**src/rtl/fetch_pair_enqueuer.sv**
```systemverilog
// Producer side of the 2-wide instruction FIFO: fetches aligned 64-bit pairs,
// one request outstanding, and enqueues one or two instructions per response.
module fetch_pair_enqueuer #(
  parameter logic [31:0] RESET_PC = 32'hBFC0_0000
) (
  input  logic        clock,
  input  logic        reset,
  input  logic        io_redirect_valid,
  input  logic [31:0] io_redirect_pc,
  output logic        io_mem_req_valid,
  input  logic        io_mem_req_ready,
  output logic [31:0] io_mem_req_addr,
  input  logic        io_mem_resp_valid,
  input  logic [63:0] io_mem_resp_data,
  input  logic        io_readyForEnqueue,
  output logic        io_enqueue_0_valid,
  output logic [31:0] io_enqueue_0_bits,
  output logic        io_enqueue_1_valid,
  output logic [31:0] io_enqueue_1_bits
);

  typedef enum logic [1:0] {S_REQ, S_WAIT, S_ENQ} state_t;

  state_t      state_reg, state_next;
  logic [31:0] pc_reg, pc_next;
  logic        drop_reg, drop_next;
  logic        odd_reg, odd_next;
  logic [63:0] hold_reg, hold_next;
  logic        live_reg;

  logic req_fire;
  logic enq_fire;
  logic unused_pc_lsb;

  assign unused_pc_lsb = ^io_redirect_pc[1:0];

  // live_reg keeps the request port quiet while reset is held low.
  assign io_mem_req_valid = live_reg && (state_reg == S_REQ);
  assign io_mem_req_addr  = live_reg ? {pc_reg[31:3], 3'b000} : 32'd0;
  assign req_fire         = io_mem_req_valid && io_mem_req_ready;

  assign enq_fire           = (state_reg == S_ENQ) && io_readyForEnqueue && !io_redirect_valid;
  assign io_enqueue_0_valid = enq_fire;
  assign io_enqueue_1_valid = enq_fire && !odd_reg;
  assign io_enqueue_0_bits  = (state_reg != S_ENQ) ? 32'd0
                            : (odd_reg ? hold_reg[63:32] : hold_reg[31:0]);
  assign io_enqueue_1_bits  = (state_reg == S_ENQ && !odd_reg) ? hold_reg[63:32] : 32'd0;

  always_ff @(posedge clock or negedge reset) begin
    if (!reset) begin
      state_reg <= S_REQ;
      pc_reg    <= RESET_PC;
      drop_reg  <= 1'b0;
      odd_reg   <= 1'b0;
      hold_reg  <= 64'd0;
      live_reg  <= 1'b0;
    end else begin
      state_reg <= state_next;
      pc_reg    <= pc_next;
      drop_reg  <= drop_next;
      odd_reg   <= odd_next;
      hold_reg  <= hold_next;
      live_reg  <= 1'b1;
    end
  end

  always_comb begin
    state_next = state_reg;
    pc_next    = pc_reg;
    drop_next  = drop_reg;
    odd_next   = odd_reg;
    hold_next  = hold_reg;
    if (io_redirect_valid) begin
      pc_next = {io_redirect_pc[31:2], 2'b00};
      case (state_reg)
        S_REQ: begin
          // The just-accepted request is stale; its response must be swallowed.
          if (req_fire) begin
            state_next = S_WAIT;
            drop_next  = 1'b1;
          end
        end
        S_WAIT: begin
          if (io_mem_resp_valid) begin
            state_next = S_REQ;
            drop_next  = 1'b0;
          end else begin
            drop_next  = 1'b1;
          end
        end
        default: state_next = S_REQ;
      endcase
    end else begin
      case (state_reg)
        S_REQ: begin
          if (req_fire) begin
            odd_next   = pc_reg[2];
            state_next = S_WAIT;
          end
        end
        S_WAIT: begin
          if (io_mem_resp_valid) begin
            if (drop_reg) begin
              drop_next  = 1'b0;
              state_next = S_REQ;
            end else begin
              hold_next  = io_mem_resp_data;
              state_next = S_ENQ;
            end
          end
        end
        S_ENQ: begin
          if (io_readyForEnqueue) begin
            pc_next    = pc_reg + (odd_reg ? 32'd4 : 32'd8);
            state_next = S_REQ;
          end
        end
        default: state_next = S_REQ;
      endcase
    end
  end

endmodule

```
**config.mk**
```make
export PLATFORM = sky130hd
export DESIGN_NAME = fetch_pair_enqueuer
export DESIGN_NICKNAME = d
export VERILOG_FILES = /design/src/rtl/fetch_pair_enqueuer.sv
export SDC_FILE = /design/constraint.sdc
export NUM_CORES = 1
export LEC_CHECK = 0
export CORE_MARGIN = 10
export CORE_UTILIZATION = 40
export DETAILED_ROUTE_END_ITERATION = 16
export PLACE_DENSITY_LB_ADDON = 0.2
export SLEW_MARGIN = 15
export SYNTH_ARGS = -nofsm -noshare
export SYNTH_HDL_FRONTEND = slang
export SYNTH_SLANG_ARGS = --single-unit
```
**constraint.sdc**
```tcl
create_clock -name clock -period 2.7 [get_ports clock]
set_clock_uncertainty 0.1 [all_clocks]
set_input_delay 0.81 -clock clock [delete_from_list [all_inputs] [get_ports clock]]
set_output_delay 0.81 -clock clock [all_outputs]
set_load 0.01 [all_outputs]
```
Fig. 1: run 1, cells colored by class
The bar under the picture is 50 um long. Fill, decap, tap and diode cells in gray.
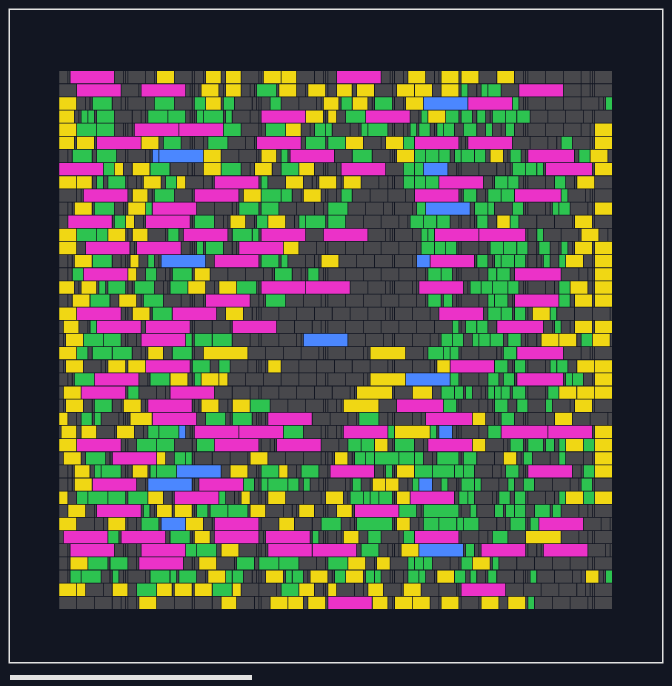
blue -> clock drivers and dummy loads  # cells 16, share of their area 3.8%
magenta -> sequential cells  # cells 99, share of their area 33%
green -> remaining logic cells  # cells 367, share of their area 35%
yellow -> remaining buffers and delay cells  # cells 217, share of their area 28%
fraction of area in registers: 32.32%
num rows: 41

Fig. 2: run 1, the metal 2 layer
The bar under the picture is 50 um long.
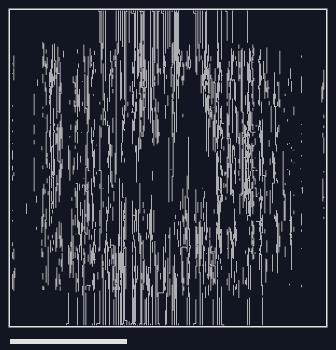
share of all routed wire = 50%
main direction = vertical
total wire length: 16.07 mm
GRT met2 Usage: 29.14%
detailed-route via count: 4498

Fig. 3: run 1, PDN straps and rails
Pins as bars on the die edge. Tap cells in gray.
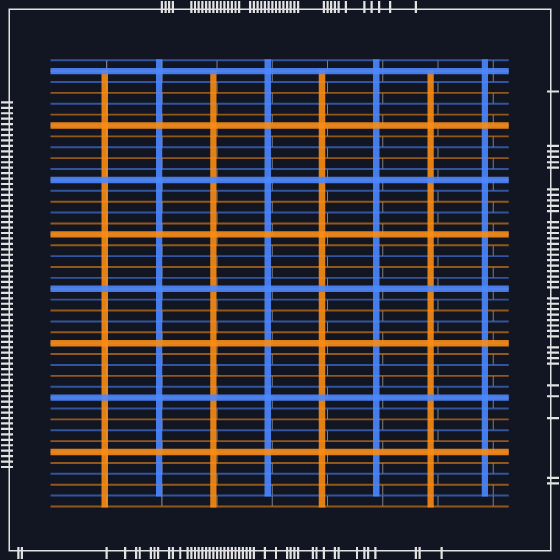
blue -> VDD
orange -> VSS
met5 straps = 8
signal pins = 201
met4 straps = 8
rows = 41
Die Y: 134.9 um
Core Area: 12770 um^2
Worst VDD drop: 430.0 uV

==> run_results.csv, run 1 <==
group,metric,value,unit
drt,met2_length,7.964,mm
synthesis,yosys.cell_count.top_type,"dfrtp_1",
drt,via_per_inst,5.164,
global_routing,grt_pass1_vias,4853,
synthesis,synthesis.area,5285,um^2
synthesis,avgSynthCellArea,10.51,um^2
setup_path,slowest_stage,"clkdlybuf4s50_1",
power_and_ir_drop,p_int,3.574,mW
layout,clock_area_share,3.668,%
power_and_ir_drop,p_sw,1.467,mW
setup_path,r2r_start,"odd_reg",
drt,route.antenna.remaining_nets,0,
sta,finalSetupViolations,0,
setup_path,cp_max_fo,3,
layout,mostFrequentLayoutCells,"clkdlybuf4s50_1 (126), dfrtp_1 (88), mux2_2 (65)",
sta,fmax,0.3833,GHz
power_and_ir_drop,p_seq_share,47.2,%
drt,wl_met3,1.768,mm
layout,seq_area,2491,um^2
global_routing,grt_max_degree,66,
setup_path,cp-start-kind,"primary input",
clock_tree,hold_buffers,0,
synthesis,yosysTopAreaCell,"dfrtp_1",
power_and_ir_drop,comb_power,1.42,mW
setup_path,r2r-end,"pc_reg[28]",
setup_path,crit_family,"buffers and inverters",
layout,buffers,217,
floorplan,ioPinCount,201,
setup_path,critPathKind,"primary input to primary output",
synthesis,synth_top_area_share,42.61,%
flow_run,openroad.warnings,29,
layout,synthToLayoutAreaGrowth,45.86,%
power_and_ir_drop,power.total,5.041,mW
clock_tree,cts_buffer_depth,2,
synthesis,top_logic_kind,"multiplexers",
sta,post-route-period-util,96.63,%
placed_design,pre_cts_ws,-0.4587,ns
layout,num_antenna_cells,0,
clock_tree,h-tree-depth,3,
clock_tree,cts_tree,"built",
drt,wl_met1,6.077,mm
floorplan,initial_core_util,41.38,%
setup_path,rrSetupSlack,0.21,ns
synthesis,top_cells_by_count,"dfrtp_1 (90), mux2_2 (65), and2_1 (61)",
layout,largest_register_ffs,64,
drt,drc_errors,0,
synthesis,ys_chip_area,5285,um^2
synthesis,yosys.area_share.simple,19.91,%
flow_run,maxCapViolCount,0,
setup_path,critPathCapture,"io_enqueue_1_valid",
global_routing,grt_util_met3,7.901,%
layout,n_clock_buffer,13,
global_routing,grt_busiest_layer,"met2",
clock_tree,cts.clk_slew.worst_paths,0.06,ns
synthesis,edf_count,0,
status,outcome,"finished clean",
synthesis,yosysWarnings,0,
synthesis,syn-instance-count,503,
floorplan,taps,172,
layout,sh_comb_area,33.78,%
Fig. 4: run 1, clock distribution
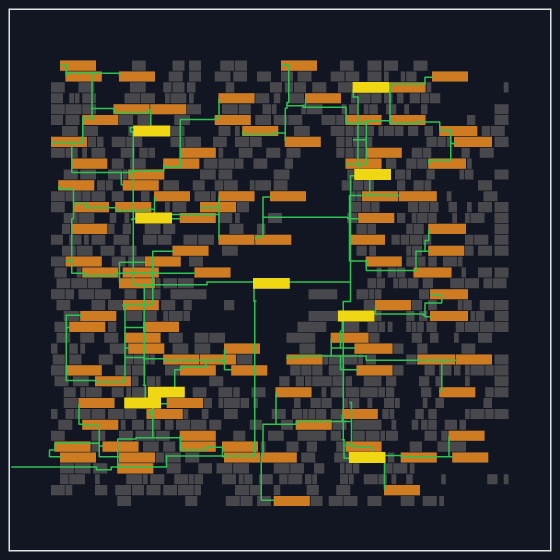

==> run 1 -> run 2 <==
Settings changed: CELL_PAD_IN_SITES_DETAIL_PLACEMENT set to 1, CELL_PAD_IN_SITES_GLOBAL_PLACEMENT set to 2, CORE_UTILIZATION 40 to 24.
Fig. 5: run 2, clock distribution
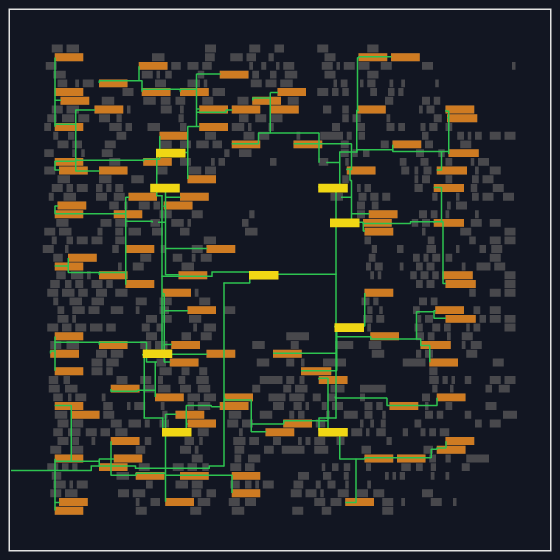
yellow -> clock-net drivers  # count 9
orange -> flip-flops  # count 99
green -> clock wires  # length 1610 um
routed clock nets = 10
flops lie = all over the die
clock network power: 1.32 mW
clock share of power: 25.4%

==> run_results.csv, run 2 <==
group,metric,value,unit
synthesis,top_cells_by_area,"dfrtp_1 (43%), mux2_2 (14%), and2_1 (7.2%)",
power_and_ir_drop,combPwrFrac,28.5,%
synthesis,syn-instance-count,503,
floorplan,initial_core_util,24.29,%
layout,buffers,230,
floorplan,dieWidth,168.4,um
power_and_ir_drop,p_sw,1.603,mW
global_routing,overflow,0,
synthesis,yosys.area_share.simple,19.91,%
synthesis,ys_sh_mux,20.29,%
status,outcome,"finished clean",
floorplan,dieArea,28360,um^2
clock_tree,hold_buffers,0,
sta,post-route-period-util,97.29,%
layout,largest_class,"combinational gates",
global_routing,grt_busiest_layer,"met2",
layout,clock_area_share,3.671,%
power_and_ir_drop,powerDensity,648.4,nW/um^2
synthesis,top_logic_kind,"multiplexers",
synthesis,ys_chip_area,5285,um^2
drt,drt-total-wl,19.05,mm
layout,fillerInstances,2456,
setup_path,cp_slowest_stage_delay,0.46,ns
power_and_ir_drop,p_int,3.568,mW
layout,fin_nets,812,
placed_design,dp.cells,964,
synthesis,adder_share,0.8523,%
layout,stdcell_count,994,
power_and_ir_drop,p_seq_share,46.1,%
layout,buffer_area_share,27.50,%
global_routing,grt_usage,13.35,%
global_routing,grt_max_degree,66,
sta,finalSetupTns,0,ns
sta,finalCriticalPeriod,2.627,ns
synthesis,async_reset_ff_share,100.0,%
layout,n_clock_buffer,9,
placed_design,pre_cts_ws,-0.5295,ns
floorplan,taps,280,
clock_tree,cts_buffers,9,
power_and_ir_drop,comb_power,1.47,mW
drt,wl_per_cell,19.16,um
clock_tree,cts_buffer_depth,2,
layout,logic_gate_count,359,
global_routing,grt_util_met3,7.683,%
synthesis,synthesis.area,5285,um^2
flow_run,openroad.warnings,29,
drt,wl_met3,2.403,mm
synthesis,numSynthFlops,99,
setup_path,crit_required,1.79,ns
clock_tree,h-tree-depth,3,
sta,finalSetupViolations,0,
synthesis,synthAoiAreaFrac,6.463,%
setup_path,cp_max_fo,4,
drt,via_per_inst,4.654,
sta,hold_ws,0.2560,ns
layout,final_area,7975,um^2
synthesis,yosys.cell_count.top_type,"dfrtp_1",
drt,route.antenna.remaining_nets,0,
layout,drive_above_1_share,22.05,%
drt,wl_met1,7.430,mm
drt,dr.pass1.iters,4,
clock_tree,ctsRootBufferMaster,"clkbuf_16",
synthesis,edf_count,0,
synthesis,ys_cells,503,
sta,final_max_slew_viol_count,0,
layout,largest_register_ffs,64,
setup_path,slowest_stage,"clkdlybuf4s50_1",
sta,setup_ws,0.07306,ns
power_and_ir_drop,powerSeq,2.38,mW
layout,utilization,36.66,%
global_routing,antenna_found_initial,2,
floorplan,rows,54,
setup_path,crit_cells,3,
setup_path,critPathCapture,"io_enqueue_1_valid",
setup_path,r2r-end,"pc_reg[24]",
synthesis,top_cells_by_count,"dfrtp_1 (90), mux2_2 (65), and2_1 (61)",
power_and_ir_drop,power.total,5.171,mW
clock_tree,cts.clk_slew.worst_paths,0.08,ns
flow_run,maxCapViolCount,0,
drt,drt_iter0_markers,129,
drt,met2_length,8.947,mm
drt,drc_errors,0,
setup_path,cp-start-kind,"primary input",
setup_path,endpoint_kind,"primary output",
power_and_ir_drop,worst_ir_drop_vdd,295.0,uV
clock_tree,worstSkewPairLatency,0.35,ns
clock_tree,cts_resized,140,
layout,mostFrequentLayoutCells,"clkdlybuf4s50_1 (124), dfrtp_1 (89), mux2_2 (65)",
clock_tree,cts_tree,"built",
min_path,min_path_type,"primary input to async pin",
global_routing,grt_util_met2,22.04,%
synthesis,postSynthSeqShare,47.09,%
floorplan,ioPinCount,201,
setup_path,critPathArrivalTime,1.72,ns
synthesis,yosysTopAreaCell,"dfrtp_1",
power_and_ir_drop,p_leak,3.572,nW
synthesis,synth_cell_types,43,
floorplan,dieHeight,168.4,um
layout,synthToLayoutAreaGrowth,50.90,%
global_routing,grt_pass1_wl,30.24,mm
clock_tree,post_cts_buffers,8,
placed_design,gp_congestion,0.7510,
layout,comb_area,2614,um^2
drt,vias,4626,
setup_path,path_cells,"clkdlybuf4s50_1 -> nor3_1 -> clkdlybuf4s15_1",
floorplan,core_area,21760,um^2
sta,finalHoldViolCount,0,
layout,num_antenna_cells,2,
layout,seq_area,2490,um^2
layout,sh_comb_area,32.77,%
global_routing,grt_pass1_vias,5385,
setup_path,rrSetupSlack,0.11,ns
setup_path,crit_family,"buffers and inverters",
setup_path,rr_worst_depth,8,
synthesis,ys_sh_xor,1.160,%
layout,ff_count,99,
layout,layout_top_cell,"clkdlybuf4s50_1",
global_routing,grt_util_met1,14.19,%
clock_tree,clock_sinks,99,
synthesis,synth_top_area_share,42.61,%
placed_design,dp.final_hpwl,13.95,mm
setup_path,r2r_start,"odd_reg",
drt,highest_layer,"met5",
synthesis,ff_type,"dfrtp_1",
synthesis,avgSynthCellArea,10.51,um^2
sta,fmax,0.3807,GHz
synthesis,yosysWarnings,0,
sta,rsz0062_at_grt,"yes",
setup_path,critPathKind,"primary input to primary output",
layout,sh_seq_area,31.22,%
placed_design,dpl_cell_area,7659,um^2
setup_path,crit_start,"io_redirect_valid",
Power is estimated from default activity; no workload was simulated.
